==> config.mk <==
export PLATFORM = sky130hd
export DESIGN_NAME = gate_controller
export DESIGN_NICKNAME = d
export VERILOG_FILES = /design/src/rtl/gate_controller.sv
export SDC_FILE = /design/constraint.sdc
export NUM_CORES = 1
export LEC_CHECK = 0
export ABC_AREA = 1
export CAP_MARGIN = 20
export CORE_MARGIN = 2
export CORE_UTILIZATION = 25
export DETAILED_ROUTE_END_ITERATION = 8
export GPL_TIMING_DRIVEN = 0
export PLACE_DENSITY = 0.5
export SLEW_MARGIN = 20
export SYNTH_ARGS = -nofsm -noshare
export SYNTH_HDL_FRONTEND = slang
export SYNTH_SLANG_ARGS = --single-unit
export TNS_END_PERCENT = 5
==> constraint.sdc <==
create_clock -name clk -period 15.8 [get_ports clk]
set_input_delay 2.37 -clock clk [delete_from_list [all_inputs] [get_ports clk]]
set_output_delay 2.37 -clock clk [all_outputs]
set_load 0.01 [all_outputs]
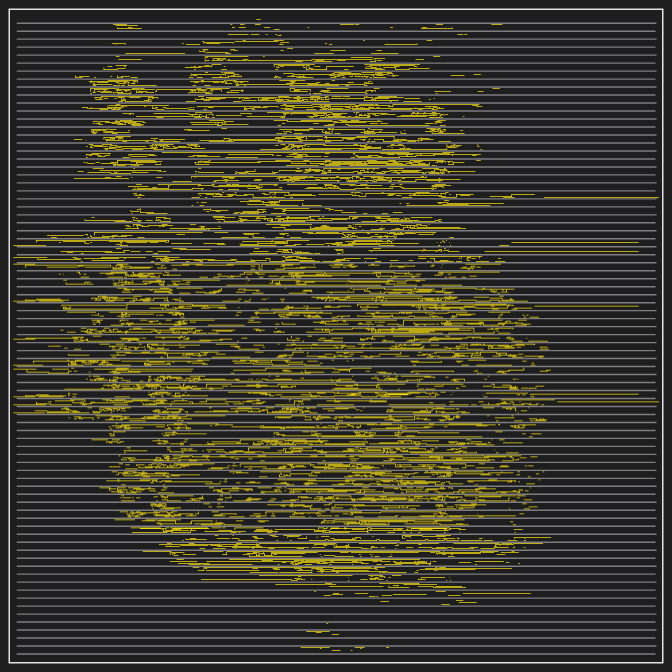
Figure 1: run 1, metal 1.
Supply wires on this layer in grey.
longest straight run: 84.2 um
main direction: horizontal
wire length on this layer: 17000 um
share of all routed wire: 46%
nets with wire on the layer: 1971
M1 GR Usage: 20.9%
Final Routed Wirelength: 37000 um
Vias: 10400

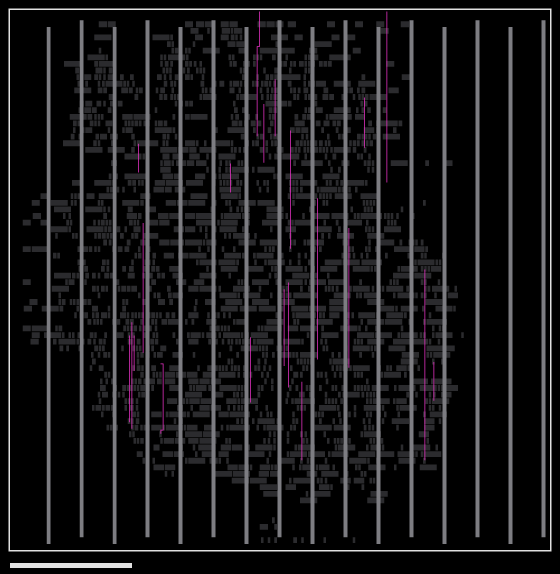
Figure 2: run 1, M4 wires.
The bar under the picture is 50 um long. Supply wires on this layer in grey.
longest straight run: 78.2 um
main direction: vertical
wire length on this layer: 787 um

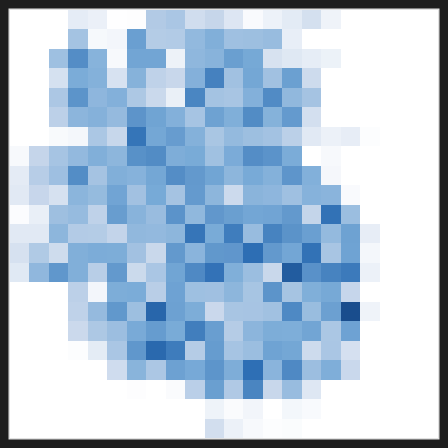
Figure 3: run 1, local utilization.
22 x 22 tiles, from white (low) to dark blue (high), 0 to 100% covered.
nearly empty tiles: 36%
emptiest ninth of the die: upper right
fullest tile: 88%
CORE AREA: 46800 um2
FP Core Util: 25.4%
final core occ: 28.4%

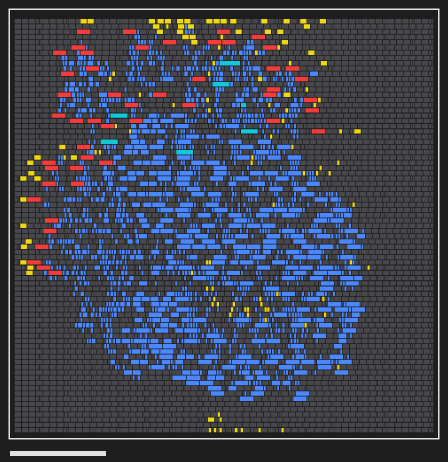
Figure 4: run 1, placement by cell class.
The bar under the picture is 50 um long. Fill, decap, tap and diode cells in grey.
| colour | class | cells |
|---|---|---|
| yellow | remaining buffers and delay cells | 120 |
| red | sequential cells | 49 |
| blue | combinational and other logic | 1574 |
| cyan | clock drivers and dummy loads | 7 |
final instance area: 13300 um2
flop share of the area: 7.39%
Cell Rows: 79

==> changes_impl.md, run 1 <==
### Physical design

- Status: finished, final reports clean
- Crit-path leading delay family: adder cells
- P_clk: 129 uW
- Cell area after synthesis: 11900 um2
- Initial antenna violation count: 1
- Largest class: logic gates
- Final Instance Count excl. Fillers: 2358
- Internal Power: 378 uW
- DIE HEIGHT: 222 um
- Overflow after GRT: 0
- Worst-path clk slew: 0.07 ns
- Crit path buffers/inverters: 6
- Post-synth top cells: inv_1, nand2_1, fa_1
- Worst-margin pin slew: 0.780 ns
- Area growth syn-to-layout: 11.7%
- Cells after synthesis: 1697
- Slew Viols, Final: 0
- Slowest CP cell: fa_1
- Asr flop ratio synth: 0%
- Yosys top cell by area: fa_1
- Yosys stat cell total: 1697
- Synth Seq Share: 8.25%
- Dpl cells: 2350
- Top power group: combinational cells
- Post-Syn Nets: 2039
- Switch Pwr: 361 uW
- Crit. path cell count: 24
- MaxCap Viol Count: 0
- Largest net degree at the start of global routing: 16
- EDFF count, synth: 0
- RSZ-0062 raised after global routing: no
- Seq pwr share: 19.3%
- Sequential power: 143 uW
- CTS Buf Count: 5
- Register area: 981 um2
- Commonest Layout Cell: inv_1
- DP Area: 13100 um2
- Syn Area/Cell: 7.01 um2
- Hold crit path type: reg -> reg
- Net Sw Frac: 48.9%
- Flop-to-flop setup slack: 8.83 ns
- Hold path depth: 1
- H-tree level count: 2
- P_leak: 7.48 nW
- Comb pwr: 468 uW
- Most frequent cells in the layout: inv_1, nand2_1, fa_1
- Crit path max fanout: 10
- Worst endpoint required time: 16.00 ns
- Slowest stage delay, CP: 0.61 ns
- Peak supply drop: 37.4 uV
- CTS tree: built
- Post-DR vias/cell: 4.41
- Clock power frac: 17.4%
- CTS root buf: clkbuf_16
- Final setup violation count: 0
- Final Cycle Share: 52.5%
- Layout cells sized above 1: 3.03%
- Synth warn: 0
- Worst Setup Path Type: in -> reg
- Gr usage total: 15.4%
- Die area: 49300 um2
- Die X: 222 um
- Comb area: 8930 um2
- Final Hold Violating Endpoints: 0
- Yosys synthesis chip area: 11900 um2
- Vias in the first global route: 10600
- Cell variety after synth: 37
- Top area contributor share: 32.5%
- Main synth FF type: dfxtp_1
- Non-clk invs: 446
- Max Freq: 121 MHz
- Pwr dens: 55.7 nW/um2
- ClkCell Share: 1.23%
- Non-clock buffers, area share: 5.80%
- CTS sink count: 49
- Drt first-iter violations: 799
- FF+latch count, synth: 49
- Post-DP HPWL: 31300 um
- Crit. End Element: register
- Pre-antenna DRT Iters: 5
- Routability cong.: 0.898
- Clk_skew: 0.00642 ns
- Seq cells: 49
- Top-Level Pins: 72
- CTS Buffer Depth: 2
- Tool warnings: 38
- Post-CTS setup buffers: 0
- Setup_tns: 0 ns
- Late-Pin Clk Latency: 0.30 ns
- Comb pwr share: 63.3%
- WP data arrival: 8.50 ns
- Clock buffers: 5
- # DRC: 0
- DRT antenna net count: 0
- First-pass GRT wire length: 59500 um
- Slew HR: 48.0%
- Port Buf Inserts: 46
- Number of hold buffers added after CTS: 0
- Nets: 2092
- Logic share of the area: 67.2%
- MI comb cells: 1128
- CP Cell Sequence: clkbuf_1, clkbuf_1, nand2_1, fa_1, inv_1, fa_1, inv_1, fa_1, inv_1, fa_1, fa_1, fa_1, ha_1, nand2_1, nand2_1, a31oi_1, a21boi_0, nand2_1, nand3_1, nand2_1, nand2_1, nand3_1, nand2_1, inv_1
- CP dominant cell by count: nand2_1
- TAP cells: 607
- CP Launch Type: input pin
- Fin crit period: 8.30 ns
- Top-count cell post-synth: inv_1
- WL/cell: 15.7 um
- # fillers: 5184
- Post_cts resized: 0
- Biggest area cells: fa_1, inv_1, nand2_1, ha_1, dfxtp_1
- Buffers excl. clock: 120
- R2R depth: 23
- Diode count: 1
run 1: logic make-up after synthesis:
group | share of synthesized area [%]
compound gates | 7.35
xor+xnor | 1.47
fa+ha+maj | 44.5
buf+inv | 16.7
flops | 8.25
simple gates | 21.7
run 1: through the flow:
stage / hold slack [ns] / power, mW / setup WS, ns
detailed placement: 0.461 / 0.612 / 7.09
global route: 0.503 / 0.815 / 7.08
floorplan: 0.431 / 0.457 / 8.30
global placement: 0.450 / 0.612 / 7.10
finish: 0.469 / 0.740 / 7.50
CTS: 0.477 / 0.748 / 7.40
run 1: per-layer routing:
| layer | GRT usage, % | share of wire (%) |
|---|---|---|
| met1 | 20.9 | 46 |
| met2 | 25.9 | 47 |
| met3 | 2.46 | 5.2 |
| met4 | 3.18 | 2.1 |
| met5 | 0 | 0 |
--- run 2 (diff from run 1) ---
- clock period: 15.8 -> 8.67 ns (I/O delays scaled with it)
==> run 2 against run 1 <==
Global-route usage unchanged. Clock-buffer cell count unchanged. Clock skew stayed put. Critical path depth did not move. Critical path type unchanged. Largest cell class unchanged.
==> changes_impl.md, run 2 <==
### Physical design

- Tool warnings: 38 (unchanged)
- Synth Seq Share: 8.25% (unchanged)
- WP data arrival: 7.43 ns (was 8.50 ns)
- Adder share: 44.5% (unchanged)
- Nets: 2092 (unchanged)
- Drt first-iter violations: 799 (unchanged)
- Slowest stage delay, CP: 0.61 ns (about the same)
- EDFF count, synth: 0 (unchanged)
- DIE HEIGHT: 222 um (unchanged)
- Gr usage total: 15.4% (unchanged)
- Vias in the first global route: 10600 (unchanged)
- Most frequent cells in the layout: inv_1, nand2_1, fa_1 (unchanged)
- CTS tree: built (unchanged)
- MaxCap Viol Count: 0 (unchanged)
- Synth Area in XOR/XNOR: 1.47% (unchanged)
- Hold path depth: 1 (unchanged)
- Register area: 981 um2 (unchanged)
- Non-clock buffers, area share: 5.80% (unchanged)
- Seq cells: 49 (unchanged)
- TAP cells: 607 (unchanged)
- H-tree level count: 2 (unchanged)
- # fillers: 5184 (unchanged)
- RSZ-0062 raised after global routing: no (unchanged)
- Fin crit period: 7.23 ns
- Cell area after synthesis: 11900 um2 (unchanged)
- Commonest Layout Cell: inv_1 (unchanged)
- Final core occ: 28.4% (unchanged)
- Max Freq: 138 MHz
- GRT met2 Usage: 25.9% (unchanged)
- Initial antenna violation count: 1 (unchanged)
- WL/cell: 15.7 um (unchanged)
- Largest class: logic gates (unchanged)
- Worst-margin pin slew: 0.780 ns (unchanged)
- Biggest area cells: fa_1, inv_1, nand2_1, ha_1, dfxtp_1 (unchanged)
- Top-count cell post-synth: inv_1 (unchanged)
- First-pass GRT wire length: 59500 um (unchanged)
- Flop-to-flop setup slack: 1.70 ns (was 8.83 ns)
- Routability cong.: 0.898 (unchanged)
- Port Buf Inserts: 46 (unchanged)
- Slew Viols, Final: 0 (unchanged)
- Mux share: 0% (unchanged)
- Final Routed Wirelength: 37000 um (unchanged)
- CORE AREA: 46800 um2 (unchanged)
- Worst endpoint required time: 8.87 ns (was 16.00 ns)
- Synth warn: 0 (unchanged)
- Crit path buffers/inverters: 6 (unchanged)
- GRT met3 Usage: 2.46% (unchanged)
- FP Core Util: 25.4% (unchanged)
- Cells after synthesis: 1697 (unchanged)
- R2R depth: 23 (unchanged)
- CP Cell Sequence: clkbuf_1, clkbuf_1, nand2_1, fa_1, inv_1, fa_1, inv_1, fa_1, inv_1, fa_1, fa_1, fa_1, ha_1, nand2_1, nand2_1, a31oi_1, a21boi_0, nand2_1, nand3_1, nand2_1, nand2_1, nand3_1, nand2_1, inv_1 (unchanged)
- Clk_skew: 0.00642 ns (unchanged)
- CP dominant cell by count: nand2_1 (unchanged)
- Main synth FF type: dfxtp_1 (unchanged)
- Worst-path clk slew: 0.07 ns (about the same)
- Status: finished, final reports clean (unchanged)
- Flop share of the area: 7.39% (unchanged)
- Logic share of the area: 67.2% (unchanged)
- CTS root buf: clkbuf_16 (unchanged)
- FF+latch count, synth: 49 (unchanged)
- Yosys top cell by area: fa_1 (unchanged)
- P_leak: 7.48 nW (unchanged)
- DRT antenna net count: 0 (unchanged)
- Yosys stat cell total: 1697 (unchanged)
- Buffers excl. clock: 120 (unchanged)
## run 2: cell counts after synthesis
No cell type changed its count.
## run 2: stage by stage
stage               hold WS [ns]  power [mW]
floorplan                  0.431       0.832
global placement           0.450        1.12
detailed placement         0.461        1.12
CTS                        0.477        1.36
global route               0.503        1.49
finish                     0.469        1.35
## run 2: where the power goes
group | total, mW | internal, mW | leakage, nW | switching [mW]
Combinational | 0.853 | 0.308 | 7.00 | 0.545
Sequential | 0.260 | 0.246 | 0.401 | 0.0148
Clock | 0.235 | 0.136 | 0.0803 | 0.0989
Total | 1.35 | 0.689 | 7.48 | 0.659
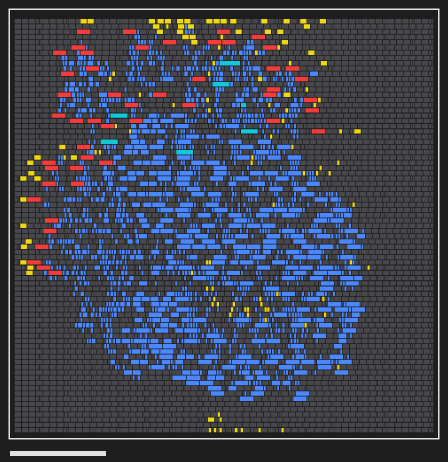
Figure 5: run 2, placement by cell class.
The bar under the picture is 50 um long. Fill, decap, tap and diode cells in grey.
| colour | class | cells |
|---|---|---|
| yellow | remaining buffers and delay cells | 120 |
| red | sequential cells | 49 |
| blue | combinational and other logic | 1574 |
| cyan | clock drivers and dummy loads | 7 |

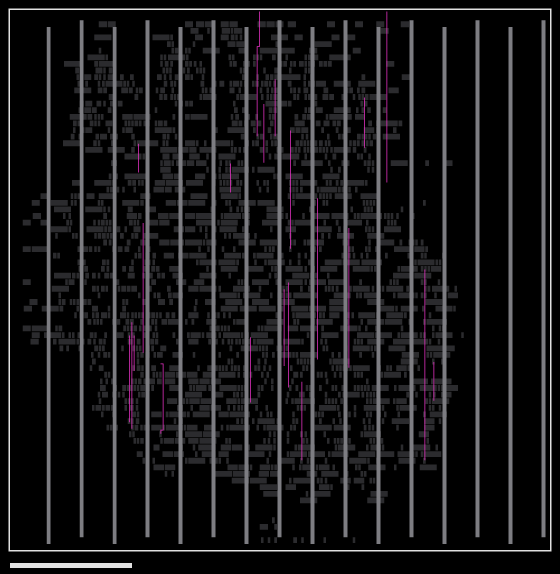
Figure 6: run 2, M4 wires.
The bar under the picture is 50 um long. Supply wires on this layer in grey.
share of all routed wire: 2.1%
nets with wire on the layer: 17
longest straight run: 78.2 um
main direction: vertical
wire length on this layer: 787 um

Power is estimated from default activity; no workload was simulated.
